`config.mk`:
```
export PLATFORM = sky130hd
export DESIGN_NAME = multicycle_control_flat
export DESIGN_NICKNAME = d
export VERILOG_FILES = /design/src/rtl/multicycle_pkg.sv /design/src/rtl/multicycle_control_if.sv /design/src/rtl/multicycle_control_alu_decoder.sv /design/src/rtl/multicycle_control.sv /design/src/flat_wrapper.sv
export SDC_FILE = /design/constraint.sdc
export NUM_CORES = 1
export LEC_CHECK = 0
export ABC_AREA = 1
export CAP_MARGIN = 20
export CORE_MARGIN = 3
export CORE_UTILIZATION = 40
export DETAILED_ROUTE_END_ITERATION = 8
export GPL_ROUTABILITY_DRIVEN = 0
export PLACE_DENSITY_LB_ADDON = 0.15
export SLEW_MARGIN = 25
export SYNTH_ARGS = -nofsm -noshare
export SYNTH_HDL_FRONTEND = slang
export SYNTH_SLANG_ARGS = --single-unit
```
`constraint.sdc`:
```
create_clock -name clk -period 3.85 [get_ports clk]
set_input_delay 1.155 -clock clk [delete_from_list [all_inputs] [get_ports clk]]
set_output_delay 1.155 -clock clk [all_outputs]
set_load 0.02 [all_outputs]
```
`src/rtl/multicycle_pkg.sv`:
```
// Shared definitions for the multicycle MIPS control FSM: state encodings,
// opcode/funct constants, ALU operation codes and datapath mux select codes.
// Optional feature macro: MULTICYCLE_GPIO_IN_EN (adds the gpin opcode and GPINEX state).
package multicycle_pkg;

  localparam int MC_STATE_W = 4;

  // FSM states; encoding 15 is only used when the gpin extension is built.
  typedef enum logic [MC_STATE_W-1:0] {
    S_FETCH   = 4'd0,
    S_DECODE  = 4'd1,
    S_MEMADR  = 4'd2,
    S_MEMRD   = 4'd3,
    S_MEMWB   = 4'd4,
    S_MEMWR   = 4'd5,
    S_RTYPEEX = 4'd6,
    S_RTYPEWB = 4'd7,
    S_BRANCH  = 4'd8,
    S_ADDIEX  = 4'd9,
    S_ORIEX   = 4'd10,
    S_IWB     = 4'd11,
    S_JUMP    = 4'd12,
    S_JAL     = 4'd13,
    S_JR      = 4'd14
`ifdef MULTICYCLE_GPIO_IN_EN
    ,
    S_GPINEX  = 4'd15
`endif
  } state_t;

  // Opcodes (Instr[31:26])
  localparam logic [5:0] OP_RTYPE = 6'h00;
  localparam logic [5:0] OP_J     = 6'h02;
  localparam logic [5:0] OP_JAL   = 6'h03;
  localparam logic [5:0] OP_BEQ   = 6'h04;
  localparam logic [5:0] OP_BNE   = 6'h05;
  localparam logic [5:0] OP_ADDI  = 6'h08;
  localparam logic [5:0] OP_ORI   = 6'h0D;
  localparam logic [5:0] OP_LW    = 6'h23;
  localparam logic [5:0] OP_SW    = 6'h2B;
  localparam logic [5:0] OP_GPIN  = 6'h3F;

  // R-type funct codes (Instr[5:0])
  localparam logic [5:0] FN_JR  = 6'h08;
  localparam logic [5:0] FN_ADD = 6'h20;
  localparam logic [5:0] FN_SUB = 6'h22;
  localparam logic [5:0] FN_AND = 6'h24;
  localparam logic [5:0] FN_OR  = 6'h25;
  localparam logic [5:0] FN_SLT = 6'h2A;

  // ALUControl codes
  localparam logic [2:0] ALU_AND = 3'b000;
  localparam logic [2:0] ALU_OR  = 3'b001;
  localparam logic [2:0] ALU_ADD = 3'b010;
  localparam logic [2:0] ALU_SUB = 3'b110;
  localparam logic [2:0] ALU_SLT = 3'b111;

  // ALUOp codes passed from the FSM to the ALU decoder
  localparam logic [1:0] ALUOP_ADD   = 2'b00;
  localparam logic [1:0] ALUOP_SUB   = 2'b01;
  localparam logic [1:0] ALUOP_FUNCT = 2'b10;
  localparam logic [1:0] ALUOP_OR    = 2'b11;

  // Datapath mux select codes
  localparam logic       IORD_PC       = 1'b0;
  localparam logic       IORD_ALUOUT   = 1'b1;
  localparam logic       SRCA_PC       = 1'b0;
  localparam logic       SRCA_REG      = 1'b1;
  localparam logic [1:0] SRCB_REG      = 2'b00;
  localparam logic [1:0] SRCB_FOUR     = 2'b01;
  localparam logic [1:0] SRCB_IMM      = 2'b10;
  localparam logic [1:0] SRCB_IMM_SH2  = 2'b11;
  localparam logic [1:0] PCSRC_RESULT  = 2'b00;
  localparam logic [1:0] PCSRC_ALUOUT  = 2'b01;
  localparam logic [1:0] PCSRC_JUMP    = 2'b10;
  localparam logic [1:0] PCSRC_REG     = 2'b11;
  localparam logic [1:0] REGDST_RT     = 2'b00;
  localparam logic [1:0] REGDST_RD     = 2'b01;
  localparam logic [1:0] REGDST_RA     = 2'b10;
  localparam logic [1:0] MEMTOREG_ALU  = 2'b00;
  localparam logic [1:0] MEMTOREG_MEM  = 2'b01;
  localparam logic [1:0] MEMTOREG_PC   = 2'b10;

  // Bundle of every control output driven towards the datapath
  typedef struct packed {
    logic       pcen;
    logic       iord;
    logic       memwrite;
    logic       irwrite;
    logic       regwrite;
    logic       alusrca;
    logic [1:0] alusrcb;
    logic [1:0] pcsrc;
    logic [1:0] regdst;
    logic [1:0] memtoreg;
    logic       ori;
    logic [2:0] alucontrol;
    logic       illegal;
  } ctrl_t;

  // True for an R-type funct that the execute stage can perform
  function automatic logic funct_is_alu(input logic [5:0] funct);
    return (funct == FN_ADD) || (funct == FN_SUB) || (funct == FN_AND) ||
           (funct == FN_OR)  || (funct == FN_SLT);
  endfunction

endpackage

```
`src/rtl/multicycle_control_if.sv`:
```
// Control/datapath bus for the multicycle MIPS: decode fields and zero flag
// flow from the datapath, selects and enables flow back to it.
// Optional feature macro: MULTICYCLE_GPIO_IN_EN (Ori only toggles when defined).
interface multicycle_control_if #(
  parameter int STATE_W = 4
);
  logic [5:0]         op;
  logic [5:0]         funct;
  logic               zero;
  logic               PCen;
  logic               IorD;
  logic               MemWrite;
  logic               IRWrite;
  logic               RegWrite;
  logic               ALUSrcA;
  logic [1:0]         ALUSrcB;
  logic [1:0]         PCSrc;
  logic [1:0]         RegDst;
  logic [1:0]         MemtoReg;
  logic               Ori;
  logic [2:0]         ALUControl;
  logic               illegal_o;
  logic [STATE_W-1:0] state_o;

  // Controller side
  modport master (
    input  op, funct, zero,
    output PCen, IorD, MemWrite, IRWrite, RegWrite, ALUSrcA, ALUSrcB, PCSrc,
           RegDst, MemtoReg, Ori, ALUControl, illegal_o, state_o
  );

  // Datapath side
  modport slave (
    output op, funct, zero,
    input  PCen, IorD, MemWrite, IRWrite, RegWrite, ALUSrcA, ALUSrcB, PCSrc,
           RegDst, MemtoReg, Ori, ALUControl, illegal_o, state_o
  );
endinterface

```
`src/rtl/multicycle_control_alu_decoder.sv`:
```
// ALU decoder: maps the FSM's ALUOp and the instruction funct field to the
// 3-bit ALUControl code. Purely combinational.
// Optional feature macro: MULTICYCLE_GPIO_IN_EN (no effect in this file).
module alu_decoder
  import multicycle_pkg::*;
(
  input  logic [1:0] aluop,
  input  logic [5:0] funct,
  output logic [2:0] alucontrol
);

  // Select the ALU operation; unknown functs fall back to AND (harmless, never written back)
  always_comb begin
    alucontrol = ALU_AND;
    case (aluop)
      ALUOP_ADD: alucontrol = ALU_ADD;
      ALUOP_SUB: alucontrol = ALU_SUB;
      ALUOP_OR:  alucontrol = ALU_OR;
      default: begin
        case (funct)
          FN_ADD:  alucontrol = ALU_ADD;
          FN_SUB:  alucontrol = ALU_SUB;
          FN_AND:  alucontrol = ALU_AND;
          FN_OR:   alucontrol = ALU_OR;
          FN_SLT:  alucontrol = ALU_SLT;
          default: alucontrol = ALU_AND;
        endcase
      end
    endcase
  end

endmodule

```
`src/rtl/multicycle_control.sv`:
```
// Moore control FSM for the multicycle MIPS datapath. Outputs decode from the
// state register (PCen in BRANCH also looks at zero); reset gates every output.
// Optional feature macro: MULTICYCLE_GPIO_IN_EN (gpin opcode 0x3F -> GPINEX).
module multicycle_control
  import multicycle_pkg::*;
#(
  parameter int STATE_W = MC_STATE_W
)(
  input  logic                 clk,
  input  logic                 reset,
  multicycle_control_if.master bus
);

  state_t            state_reg;
  state_t            state_next;
  logic              illegal_next;
  ctrl_t             ctrl_dec;
  ctrl_t             ctrl_out;
  logic              alu_en;
  logic [1:0]        aluop;
  logic [2:0]        alu_ctl;
  logic [STATE_W-1:0] state_dbg;

  // State register; reset aborts any instruction in flight
  always_ff @(posedge clk) begin
    if (reset) begin
      state_reg <= S_FETCH;
    end else begin
      state_reg <= state_next;
    end
  end

  // Next-state logic; DECODE flags unknown op/funct and returns to FETCH
  always_comb begin
    state_next   = S_FETCH;
    illegal_next = 1'b0;
    case (state_reg)
      S_FETCH:  state_next = S_DECODE;
      S_DECODE: begin
        case (bus.op)
          OP_LW, OP_SW:   state_next = S_MEMADR;
          OP_RTYPE: begin
            if (bus.funct == FN_JR) begin
              state_next = S_JR;
            end else if (funct_is_alu(bus.funct)) begin
              state_next = S_RTYPEEX;
            end else begin
              illegal_next = 1'b1;
            end
          end
          OP_BEQ, OP_BNE: state_next = S_BRANCH;
          OP_ADDI:        state_next = S_ADDIEX;
          OP_ORI:         state_next = S_ORIEX;
          OP_J:           state_next = S_JUMP;
          OP_JAL:         state_next = S_JAL;
`ifdef MULTICYCLE_GPIO_IN_EN
          OP_GPIN:        state_next = S_GPINEX;
`endif
          default:        illegal_next = 1'b1;
        endcase
      end
      S_MEMADR: begin
        if (bus.op == OP_LW) begin
          state_next = S_MEMRD;
        end else if (bus.op == OP_SW) begin
          state_next = S_MEMWR;
        end
      end
      S_MEMRD:   state_next = S_MEMWB;
      S_RTYPEEX: state_next = S_RTYPEWB;
      S_ADDIEX:  state_next = S_IWB;
      S_ORIEX:   state_next = S_IWB;
`ifdef MULTICYCLE_GPIO_IN_EN
      S_GPINEX:  state_next = S_IWB;
`endif
      default:   state_next = S_FETCH;
    endcase
  end

  // Per-state output decode; anything not set here stays 0
  always_comb begin
    ctrl_dec = '0;
    alu_en   = 1'b0;
    aluop    = ALUOP_ADD;
    case (state_reg)
      S_FETCH: begin
        ctrl_dec.iord    = IORD_PC;
        ctrl_dec.irwrite = 1'b1;
        ctrl_dec.alusrca = SRCA_PC;
        ctrl_dec.alusrcb = SRCB_FOUR;
        ctrl_dec.pcsrc   = PCSRC_RESULT;
        ctrl_dec.pcen    = 1'b1;
        alu_en           = 1'b1;
        aluop            = ALUOP_ADD;
      end
      S_DECODE: begin
        // Branch target computed speculatively into ALU_o
        ctrl_dec.alusrca = SRCA_PC;
        ctrl_dec.alusrcb = SRCB_IMM_SH2;
        alu_en           = 1'b1;
        aluop            = ALUOP_ADD;
      end
      S_MEMADR, S_ADDIEX: begin
        ctrl_dec.alusrca = SRCA_REG;
        ctrl_dec.alusrcb = SRCB_IMM;
        alu_en           = 1'b1;
        aluop            = ALUOP_ADD;
      end
      S_MEMRD: begin
        ctrl_dec.iord = IORD_ALUOUT;
      end
      S_MEMWB: begin
        ctrl_dec.regdst   = REGDST_RT;
        ctrl_dec.memtoreg = MEMTOREG_MEM;
        ctrl_dec.regwrite = 1'b1;
      end
      S_MEMWR: begin
        ctrl_dec.iord     = IORD_ALUOUT;
        ctrl_dec.memwrite = 1'b1;
      end
      S_RTYPEEX: begin
        ctrl_dec.alusrca = SRCA_REG;
        ctrl_dec.alusrcb = SRCB_REG;
        alu_en           = 1'b1;
        aluop            = ALUOP_FUNCT;
      end
      S_RTYPEWB: begin
        ctrl_dec.regdst   = REGDST_RD;
        ctrl_dec.memtoreg = MEMTOREG_ALU;
        ctrl_dec.regwrite = 1'b1;
      end
      S_BRANCH: begin
        ctrl_dec.alusrca = SRCA_REG;
        ctrl_dec.alusrcb = SRCB_REG;
        ctrl_dec.pcsrc   = PCSRC_ALUOUT;
        ctrl_dec.pcen    = (bus.op == OP_BNE) ? ~bus.zero : bus.zero;
        alu_en           = 1'b1;
        aluop            = ALUOP_SUB;
      end
      S_ORIEX: begin
        // Immediate arrives sign-extended; the datapath has no zero-extend path
        ctrl_dec.alusrca = SRCA_REG;
        ctrl_dec.alusrcb = SRCB_IMM;
        alu_en           = 1'b1;
        aluop            = ALUOP_OR;
      end
`ifdef MULTICYCLE_GPIO_IN_EN
      S_GPINEX: begin
        ctrl_dec.ori     = 1'b1;
        ctrl_dec.alusrca = SRCA_REG;
        ctrl_dec.alusrcb = SRCB_IMM;
        alu_en           = 1'b1;
        aluop            = ALUOP_OR;
      end
`endif
      S_IWB: begin
        ctrl_dec.regdst   = REGDST_RT;
        ctrl_dec.memtoreg = MEMTOREG_ALU;
        ctrl_dec.regwrite = 1'b1;
      end
      S_JUMP: begin
        ctrl_dec.pcsrc = PCSRC_JUMP;
        ctrl_dec.pcen  = 1'b1;
      end
      S_JAL: begin
        // PC already holds PC+4, so it is the link value
        ctrl_dec.pcsrc    = PCSRC_JUMP;
        ctrl_dec.pcen     = 1'b1;
        ctrl_dec.regdst   = REGDST_RA;
        ctrl_dec.memtoreg = MEMTOREG_PC;
        ctrl_dec.regwrite = 1'b1;
      end
      S_JR: begin
        ctrl_dec.pcsrc = PCSRC_REG;
        ctrl_dec.pcen  = 1'b1;
      end
      default: ctrl_dec = '0;
    endcase
  end

  alu_decoder u_alu_decoder (
    .aluop      (aluop),
    .funct      (bus.funct),
    .alucontrol (alu_ctl)
  );

  // Merge ALU code and illegal flag, then force everything quiet during reset
  always_comb begin
    ctrl_out            = ctrl_dec;
    ctrl_out.alucontrol = alu_en ? alu_ctl : 3'b000;
    ctrl_out.illegal    = illegal_next;
    if (reset) begin
      ctrl_out = '0;
    end
  end

  assign state_dbg = STATE_W'(state_reg);

  assign bus.PCen       = ctrl_out.pcen;
  assign bus.IorD       = ctrl_out.iord;
  assign bus.MemWrite   = ctrl_out.memwrite;
  assign bus.IRWrite    = ctrl_out.irwrite;
  assign bus.RegWrite   = ctrl_out.regwrite;
  assign bus.ALUSrcA    = ctrl_out.alusrca;
  assign bus.ALUSrcB    = ctrl_out.alusrcb;
  assign bus.PCSrc      = ctrl_out.pcsrc;
  assign bus.RegDst     = ctrl_out.regdst;
  assign bus.MemtoReg   = ctrl_out.memtoreg;
  assign bus.Ori        = ctrl_out.ori;
  assign bus.ALUControl = ctrl_out.alucontrol;
  assign bus.illegal_o  = ctrl_out.illegal;
  assign bus.state_o    = state_dbg;

endmodule

```
`src/flat_wrapper.sv`:
```
// flat-port wrapper written by rule: the top's interface ports become plain ports
module multicycle_control_flat import multicycle_pkg::*;
#(
  parameter int STATE_W = MC_STATE_W
)
  (clk, reset, bus_op, bus_funct, bus_zero, bus_PCen, bus_IorD, bus_MemWrite, bus_IRWrite, bus_RegWrite, bus_ALUSrcA, bus_ALUSrcB, bus_PCSrc, bus_RegDst, bus_MemtoReg, bus_Ori, bus_ALUControl, bus_illegal_o, bus_state_o);
  multicycle_control_if #(.STATE_W(STATE_W)) bus_i ();
  input  logic clk;
  input  logic reset;
  input wire logic [$bits(bus_i.op)-1:0] bus_op;
  input wire logic [$bits(bus_i.funct)-1:0] bus_funct;
  input wire logic [$bits(bus_i.zero)-1:0] bus_zero;
  output wire logic [$bits(bus_i.PCen)-1:0] bus_PCen;
  output wire logic [$bits(bus_i.IorD)-1:0] bus_IorD;
  output wire logic [$bits(bus_i.MemWrite)-1:0] bus_MemWrite;
  output wire logic [$bits(bus_i.IRWrite)-1:0] bus_IRWrite;
  output wire logic [$bits(bus_i.RegWrite)-1:0] bus_RegWrite;
  output wire logic [$bits(bus_i.ALUSrcA)-1:0] bus_ALUSrcA;
  output wire logic [$bits(bus_i.ALUSrcB)-1:0] bus_ALUSrcB;
  output wire logic [$bits(bus_i.PCSrc)-1:0] bus_PCSrc;
  output wire logic [$bits(bus_i.RegDst)-1:0] bus_RegDst;
  output wire logic [$bits(bus_i.MemtoReg)-1:0] bus_MemtoReg;
  output wire logic [$bits(bus_i.Ori)-1:0] bus_Ori;
  output wire logic [$bits(bus_i.ALUControl)-1:0] bus_ALUControl;
  output wire logic [$bits(bus_i.illegal_o)-1:0] bus_illegal_o;
  output wire logic [$bits(bus_i.state_o)-1:0] bus_state_o;
  assign bus_i.op = bus_op;
  assign bus_i.funct = bus_funct;
  assign bus_i.zero = bus_zero;
  assign bus_PCen = bus_i.PCen;
  assign bus_IorD = bus_i.IorD;
  assign bus_MemWrite = bus_i.MemWrite;
  assign bus_IRWrite = bus_i.IRWrite;
  assign bus_RegWrite = bus_i.RegWrite;
  assign bus_ALUSrcA = bus_i.ALUSrcA;
  assign bus_ALUSrcB = bus_i.ALUSrcB;
  assign bus_PCSrc = bus_i.PCSrc;
  assign bus_RegDst = bus_i.RegDst;
  assign bus_MemtoReg = bus_i.MemtoReg;
  assign bus_Ori = bus_i.Ori;
  assign bus_ALUControl = bus_i.ALUControl;
  assign bus_illegal_o = bus_i.illegal_o;
  assign bus_state_o = bus_i.state_o;
  multicycle_control #(.STATE_W(STATE_W)) u_core (.clk(clk), .reset(reset), .bus(bus_i));
endmodule
```
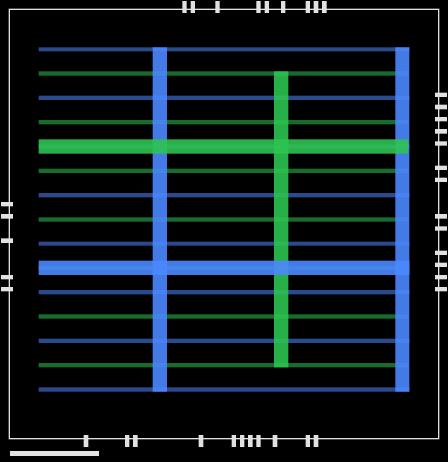
(run_1/pdn.png)
Bar = 10 um. Pins as bars on the die edge.
VSS: shown in blue. VDD: shown in green.
2 straps on met5. 3 straps on met4. 15 met1 rails follow the rows. The core has 14 rows. 38 signal pins sit on the boundary.
Die Span X: 47.9 um
Floorplan Core Area: 0.00158 mm^2
DIE HEIGHT: 47.9 um
maximum vdd drop: 0.311 mV

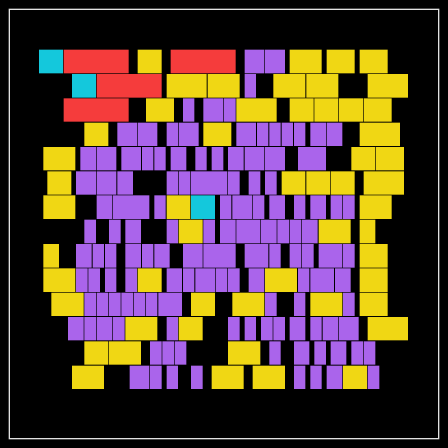
(run_1/cell_classes.png)
flip-flops: shown in red, cells 4, share of their area 6.8%. cells driving clock nets: shown in cyan, cells 3, share of their area 1.9%. all other logic: shown in purple, cells 127, share of their area 51%. other buffers and delay cells: shown in yellow, cells 53, share of their area 41%.
row cnt: 14
fraction of standard cell area that is sequential: 6.65%

==> PnR_summary.wiki, run 1 <==
== Flow metrics ==
{| class="wikitable"
! Metric !! Value
|-
| Count of hold buffers inserted by post-cts repair || 0
|-
| Synth Area in XOR/XNOR || 0%
|-
| Non-clock inverter count in the final layout || 24
|-
| First DRT Iteration DRCs || 41
|-
| Post-Synthesis Net Count || 149
|-
| Setup Fix Bufs, Post-CTS || 0
|-
| R2R depth || 6
|-
| Biggest area cells || sky130_fd_sc_hd__nor2_1 (15%), sky130_fd_sc_hd__nand2_1 (12%), sky130_fd_sc_hd__dfxtp_1 (11%)
|-
| Maximum capacitance violations || 0
|-
| TritonCTS clock tree || done
|-
| Depth of the worst hold-timing path || 3
|-
| Flip-flops || 4
|-
| Deepest level of the CTS H-tree || 1
|-
| CP max-delay cell || sky130_fd_sc_hd__clkdlybuf4s50_1
|-
| Flops after synth || 4
|-
| Share of final layout cell area taken by clock buffers and inverters || 1.87%
|-
| Worst path required time || 2.69 ns
|-
| Cell Chain, Critical Path || clkdlybuf4s50_1 -> buf_4 -> nor2_1 -> nand3_1 -> nand3_1 -> o211ai_1 -> inv_1 -> dlygate4sd2_1
|-
| Number of global-route vias before repair || 881
|-
| First-pass GRT wire length || 3610 um
|-
| Synth Warn # || 0
|-
| Critical path buffers and inverters || 4
|-
| Leading cell kind || combinational gates
|-
| Slowest cell delay on critical path || 0.45 ns
|-
| Area leader, netlist || sky130_fd_sc_hd__nor2_1
|-
| Hold Path Class || reg -> reg
|-
| Count of pins over their slew limit || 0
|-
| Most frequent cells in the layout || sky130_fd_sc_hd__nor2_1 (28), sky130_fd_sc_hd__nand2_1 (22), sky130_fd_sc_hd__clkdlybuf4s50_1 (19), sky130_fd_sc_hd__inv_1 (18), sky130_fd_sc_hd__buf_4 (17)
|-
| Post-layout worst setup margin || 0.144 ns
|-
| Stage-log warning count || 26
|-
| Commonest non-fill, non-tap cell in the layout || sky130_fd_sc_hd__nor2_1
|-
| Run status || finished clean
|-
| Total of buffers placed on input and output ports || 36
|-
| Maximum clock insertion buffer count || 2
|-
| Total clock sinks || 4
|}
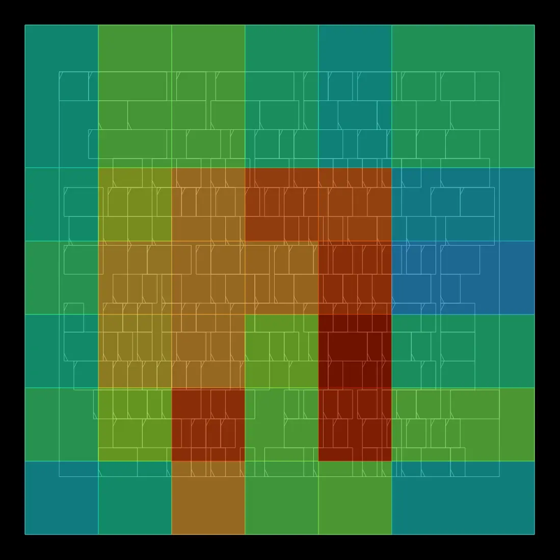
(run_1/final_congestion.png)
met3 global-route usage: 5.64%
overall fraction of global-route tracks in use: 21.7%
Most Crowded Layer GR: met2
Routed wire per std cell: 11.5 um

run 1: routing by layer:
metal,GRT usage [%],part of all wire [%]
met1,26.6,43
met2,37.2,50
met3,5.64,5.3
met4,5.91,1.3
met5,0,0
run 1: power by group:
| part | total [uW] | internal, uW | switching, uW | leakage, uW |
|---|---|---|---|---|
| clock network | 55.3 | 35.1 | 20.3 | 0.0000138 |
| logic | 85.7 | 40.5 | 45.2 | 0.000666 |
| registers | 45.2 | 43.1 | 2.07 | 0.0000326 |
| total | 186 | 119 | 67.6 | 0.000712 |
run 1: per-stage QoR:
stage / TNS (ns) / cells / power (uW)
2_1_floorplan: 0 / 134 / 87.3
3_3_place_gp: -1.03 / 200 / 132
3_5_place_dp: -1.23 / 200 / 134
4_1_cts: 0 / 203 / 187
5_1_grt: 0 / 203 / 199
6_report: 0 / 203 / 186
==> run 2, diff against run 1 <==
Settings changed: RECOVER_POWER from default to 50, SETUP_SLACK_MARGIN from default to 0.05.
Clock period 3.85 ns to 4.8 ns, I/O delays scaled along.
==> run 2 against run 1 <==
- global-route usage is 3.1 points lower
- highest routed layer unchanged
- critical path type unchanged
- first-iteration DRC count fell by 20%
- sequential share of layout area rose by 0.64 points
- via count shrank 1.8%
==> PnR_summary.wiki, run 2 <==
== Flow metrics ==
{| class="wikitable"
! Metric !! Value
|-
| Number of cells after detailed placement || 185
|-
| DIE HEIGHT || 47.9 um
|-
| Non-clock inverter count in the final layout || 24
|-
| Worst hold margin || 0.737 ns
|-
| Internal power of the cells || 90.1 uW
|-
| Commonest non-fill, non-tap cell in the layout || sky130_fd_sc_hd__nor2_1
|-
| Fraction of standard cell area that is sequential || 7.30%
|-
| Layout Cell Area excl Fill || 0.00110 mm^2
|-
| Slowest cell delay on critical path || 0.57 ns
|-
| Count of pins over their slew limit || 0
|-
| Worst path required time || 3.36 ns
|-
| Floorplan Core Area || 0.00158 mm^2
|-
| Max FFs per register || 4
|-
| Cell Chain, Critical Path || clkdlybuf4s50_1 -> inv_1 -> nand2_2 -> nor2_1 -> or3b_1 -> clkdlybuf4s50_1
|-
| Post-layout worst setup margin || 0.163 ns
|-
| First DRT Iteration DRCs || 33
|-
| Count of non-filler cells in the finished layout || 188
|-
| Routed wire per std cell || 10.9 um
|-
| Number of endpoints failing setup at the final stage || 0
|-
| Number of tap cells inserted || 16
|-
| Clk pwr share || 28.8%
|-
| Biggest area cells || sky130_fd_sc_hd__nor2_1 (15%), sky130_fd_sc_hd__nand2_1 (12%), sky130_fd_sc_hd__dfxtp_1 (11%)
|-
| Synth Warn # || 0
|-
| Switching Fraction || 34.6%
|-
| Most Crowded Layer GR || met2
|-
| Highest metal layer used by the detailed router || met4
|-
| Share of power burned in combinational logic || 45.0%
|-
| Routed wire length || 2060 um
|-
| Overall fraction of global-route tracks in use || 18.7%
|-
| Storage element area || 80.1 um^2
|-
| Stage-log warning count || 26
|-
| TritonCTS Buffers || 3
|-
| Most frequent cells in the layout || sky130_fd_sc_hd__nor2_1 (28), sky130_fd_sc_hd__clkdlybuf4s50_1 (23), sky130_fd_sc_hd__nand2_1 (22), sky130_fd_sc_hd__inv_1 (18), sky130_fd_sc_hd__nand3_1 (14)
|-
| R2R depth || 4
|-
| Area leader, netlist || sky130_fd_sc_hd__nor2_1
|-
| Met3 wire length || 164 um
|-
| Switching power || 47.6 uW
|-
| Maximum capacitance violations || 0
|-
| Sequential cell fraction of total power || 26.2%
|-
| Pre-CTS setup slack || 0.106 ns
|-
| Comb gate area || 502 um^2
|-
| Leak || 0.000557 uW
|-
| Depth of the worst hold-timing path || 4
|-
| Leading cell kind || combinational gates
|-
| Die Span X || 47.9 um
|-
| Flip-flops || 4
|-
| Run status || finished clean
|-
| CP max-delay cell || sky130_fd_sc_hd__clkdlybuf4s50_1
|-
| Deepest level of the CTS H-tree || 1
|-
| Row cnt || 14
|-
| First-pass GRT wire length || 3220 um
|-
| Final design utilization || 69.6%
|-
| Post-Synthesis Net Count || 149
|-
| Met3 global-route usage || 2.26%
|-
| Hold Path Class || reg -> reg
|-
| Setup total negative slack || 0 ns
|-
| Number of global-route vias before repair || 831
|-
| Overall power || 138 uW
|-
| Global routing usage on met2 || 31.9%
|-
| Setup Fix Bufs, Post-CTS || 0
|-
| Flops after synth || 4
|-
| Critical path buffers and inverters || 3
|-
| Maximum clock insertion buffer count || 2
|-
| Routed metal-1 wire length || 889 um
|-
| Share of final layout cell area taken by clock buffers and inverters || 2.05%
|-
| Number of non-clock buffers || 38
|-
| Total clock sinks || 4
|-
| Met1 track demand over resource in global routing || 26.4%
|}
==> run 2: cell counts after synthesis <==
No cell type changed its count.
==> run 2: timing repair <==
item | in CTS | in global routing
endpoints found under the setup margin | 0 | 2
hold buffers | 0 | 0
resized | 0 | 2
==> run 2: power groups by stage <==
stage,sequential (uW),clock (uW),combinational (uW)
6_report,36.1,39.7,62.0
5_1_grt,36.3,44.1,67.7
4_1_cts,36.1,41.5,63.3
3_5_place_dp,36.6,0,63.1
3_3_place_gp,36.7,0,62.0
2_1_floorplan,37.7,0,32.3
==> run 2: cells by family after synthesis <==
logic type	count (synthesis)	share of synthesized area [%]
flip-flops	4	11.4
other	1	0.533
AND-OR/OR-AND	17	14.2
AND/OR/NAND/NOR	85	56.6
buffers and inverters	27	17.3
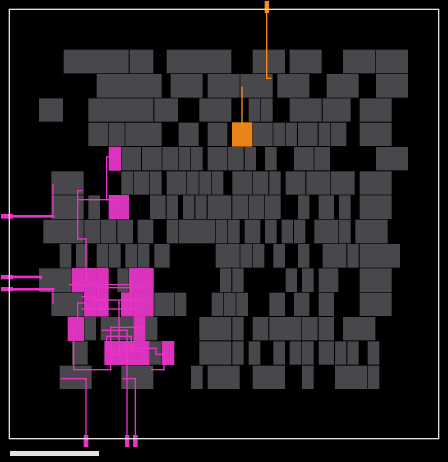
(run_2/port_nets.png)
Bar = 10 um.
`bus_IorD`: shown in orange, bits 1, direction output, end cells 1, buffers 1, wire 12.3 um. `bus_op`: shown in magenta, bits 6, direction input, end cells 16, buffers 6, wire 152 um.
Top-Level Pins: 38
total of buffers placed on input and output ports: 36

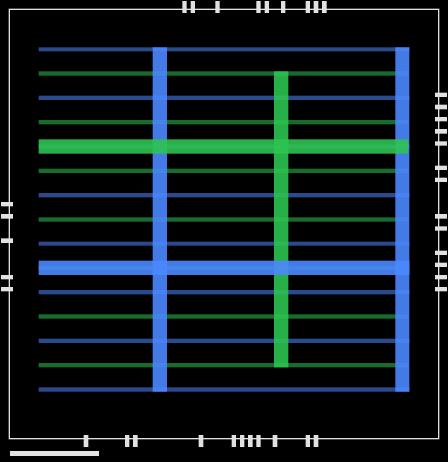
(run_2/pdn.png)
Bar = 10 um. Pins as bars on the die edge.
VDD: shown in green. VSS: shown in blue.
15 met1 rails follow the rows. 2 straps on met5. 38 signal pins sit on the boundary. The core has 14 rows. 3 straps on met4.
maximum vdd drop: 0.160 mV

==> run 3, diff against run 2 <==
Settings changed: CAP_MARGIN 20 to 10, RECOVER_POWER 50 to default, SYNTH_HIERARCHICAL from default to 1.
==> run 3 against run 2 <==
- via count rose by 8.5%
- first-iteration DRC count fell by 15%
- sequential share of layout area fell by 0.75 points
- largest cell class unchanged
- largest power group unchanged
- highest routed layer is now met3
==> PnR_summary.wiki, run 3 <==
== Flow metrics ==
{| class="wikitable"
! Metric !! Value
|-
| Stage-log warning count || 26
|-
| Met1 track demand over resource in global routing || 24.4%
|-
| Number of vias per cell || 4.83
|-
| Largest family of logic cells by area || simple AND/OR/NAND/NOR gates
|-
| Maximum number of pins on one net before global-route repair || 10
|-
| Row cnt || 15
|-
| Count of hold buffers inserted by post-cts repair || 0
|-
| Comb gate area || 588 um^2
|-
| Layout Cell Area excl Fill || 0.00122 mm^2
|-
| Internal power of the cells || 93.2 uW
|-
| Sequential cell fraction of total power || 25.3%
|-
| Storage element area || 80.1 um^2
|-
| Met2 routed wirelength || 1120 um
|-
| Most frequent cells in the layout || sky130_fd_sc_hd__nand2_1 (39), sky130_fd_sc_hd__clkdlybuf4s50_1 (34), sky130_fd_sc_hd__nor2_1 (30), sky130_fd_sc_hd__inv_1 (27), sky130_fd_sc_hd__nand3_1 (13)
|-
| Number of tap cells inserted || 25
|-
| Number of global-route vias before repair || 1,051
|-
| Clk pwr share || 27.4%
|-
| Upper clock frequency limit || 217 MHz
|-
| Met3 wire length || 140 um
|-
| Share of power burned in combinational logic || 47.3%
|-
| Switching power || 52.6 uW
|-
| Maximum clock insertion buffer count || 2
|-
| First-pass GRT wire length || 4190 um
|-
| Most Crowded Layer GR || met2
|-
| Routed wire per std cell || 10.3 um
|-
| Cell Chain, Critical Path || clkdlybuf4s50_1 -> inv_1 -> nand2_1 -> nor2_1 -> a21o_1 -> nand3_1 -> a21oi_1 -> clkdlybuf4s50_1
|-
| Depth of the worst hold-timing path || 4
|-
| Clkbuf count || 3
|-
| Cell count in the Yosys report || 166
|-
| Commonest non-fill, non-tap cell in the layout || sky130_fd_sc_hd__nand2_1
|-
| CP max-delay cell || sky130_fd_sc_hd__clkdlybuf4s50_1
|-
| Leading cell kind || combinational gates
|-
| Top-Level Pins || 38
|-
| Met3 global-route usage || 3.79%
|-
| Leak || 0.000642 uW
|-
| Highest metal layer used by the detailed router || met3
|-
| Flip-flops || 4
|-
| Clock network power || 39.9 uW
|-
| Post-synthesis sequential area ratio || 9.86%
|-
| AO/OA Area Share || 13.6%
|-
| Slowest cell delay on critical path || 0.61 ns
|-
| Run status || finished clean
|-
| Fraction of standard cell area that is sequential || 6.55%
|-
| Setup total negative slack || 0 ns
|-
| DIE HEIGHT || 51.1 um
|-
| Number of endpoints failing setup at the final stage || 0
|-
| Switching Fraction || 36.1%
|-
| Flops after synth || 4
|-
| Share of final layout cell area taken by clock buffers and inverters || 1.84%
|-
| Overall fraction of global-route tracks in use || 19.8%
|-
| Post-CTS sizing || 0
|-
| Group drawing the most power || combinational logic
|-
| Area fraction in full adders, half adders and majority gates || 0%
|-
| Power consumed by combinational cells || 68.9 uW
|-
| Post-Synthesis Net Count || 181
|-
| TritonCTS Buffers || 3
|-
| Total clock sinks || 4
|-
| Worst path required time || 3.36 ns
|-
| Biggest area cells || sky130_fd_sc_hd__nand2_1 (18%), sky130_fd_sc_hd__nor2_1 (14%), sky130_fd_sc_hd__inv_1 (12%)
|-
| Setup Fix Bufs, Post-CTS || 0
|-
| Startpoint Class || primary input
|-
| Die Span X || 51.1 um
|-
| Total of buffers placed on input and output ports || 36
|-
| Routed wire length || 2360 um
|-
| Maximum vdd drop || 0.204 mV
|-
| Deepest level of the CTS H-tree || 1
|-
| Non-clock inverter count in the final layout || 34
|-
| Number of non-clock buffers || 37
|-
| Floorplan Core Area || 0.00182 mm^2
|-
| R2R depth || 8
|-
| Critical path buffers and inverters || 3
|-
| Max FFs per register || 4
|-
| Sequential-cell power consumption || 36.9 uW
|-
| Maximum capacitance violations || 0
|-
| Synth Warn # || 6
|-
| Hold Path Class || reg -> reg
|-
| Count of pins over their slew limit || 0
|-
| Simple-Gate Area Share || 58.1%
|-
| Global routing usage on met2 || 35.8%
|-
| TritonCTS clock tree || done
|-
| Area leader, netlist || sky130_fd_sc_hd__nand2_1
|-
| Synth Area in XOR/XNOR || 0%
|-
| Routed metal-1 wire length || 1100 um
|-
| Area of the die || 0.00261 mm^2
|-
| First DRT Iteration DRCs || 28
|-
| Multiplexer share || 0%
|-
| Netlist area before placement || 812 um^2
|}
run 3: cell types whose count changed in the layout (fill, tap and decap cells not counted), moves of 4 or more:
cell                              delta
sky130_fd_sc_hd__clkdlybuf4s50_1    +11
sky130_fd_sc_hd__nand4_1             -4
sky130_fd_sc_hd__nor2_2              +7
sky130_fd_sc_hd__dlygate4sd3_1      -11
sky130_fd_sc_hd__nand2_1            +17
sky130_fd_sc_hd__o21ai_1             +4
sky130_fd_sc_hd__inv_1               +9
sky130_fd_sc_hd__inv_2               +4
run 3: per-stage QoR:
stage	cells	setup WS, ns	hold slack [ns]	power (uW)
after floorplan	166	0.990	0.779	73.7
after global placement	225	0.168	0.766	104
after detailed placement	225	0.102	0.770	106
after CTS	228	0.100	0.777	147
after global routing	228	0.0865	0.843	158
final	228	0.201	0.783	146
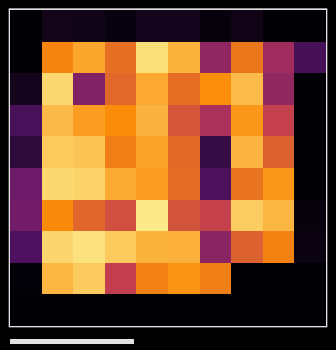
(run_3/density.png)
Bar = 20 um. The die is cut into 10 by 10 equal tiles; black is low, pale yellow is high, 0 to 100% covered.
The emptiest ninth of the die: bottom right. 31% of the tiles are over 75% full. The fullest tile reaches 95%. The mean over all tiles is 46%. 24% of the tiles are nearly empty.
final design utilization: 67.1%
FP Util: 44.6%

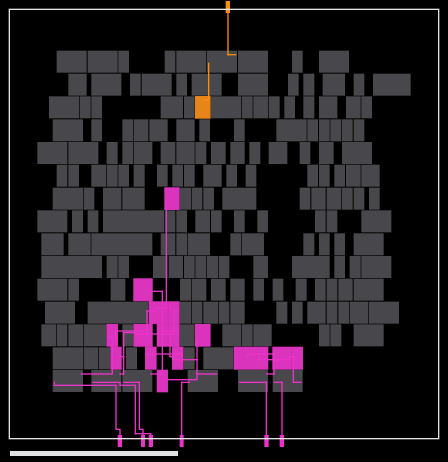
(run_3/port_nets.png)
Bar = 20 um.
`bus_IorD`: shown in orange, bits 1, direction output, end cells 1, buffers 1, wire 10.7 um. `bus_op`: shown in magenta, bits 6, direction input, end cells 16, buffers 6, wire 161 um.

No activity file was given, so power comes from the tool's default toggle rates.
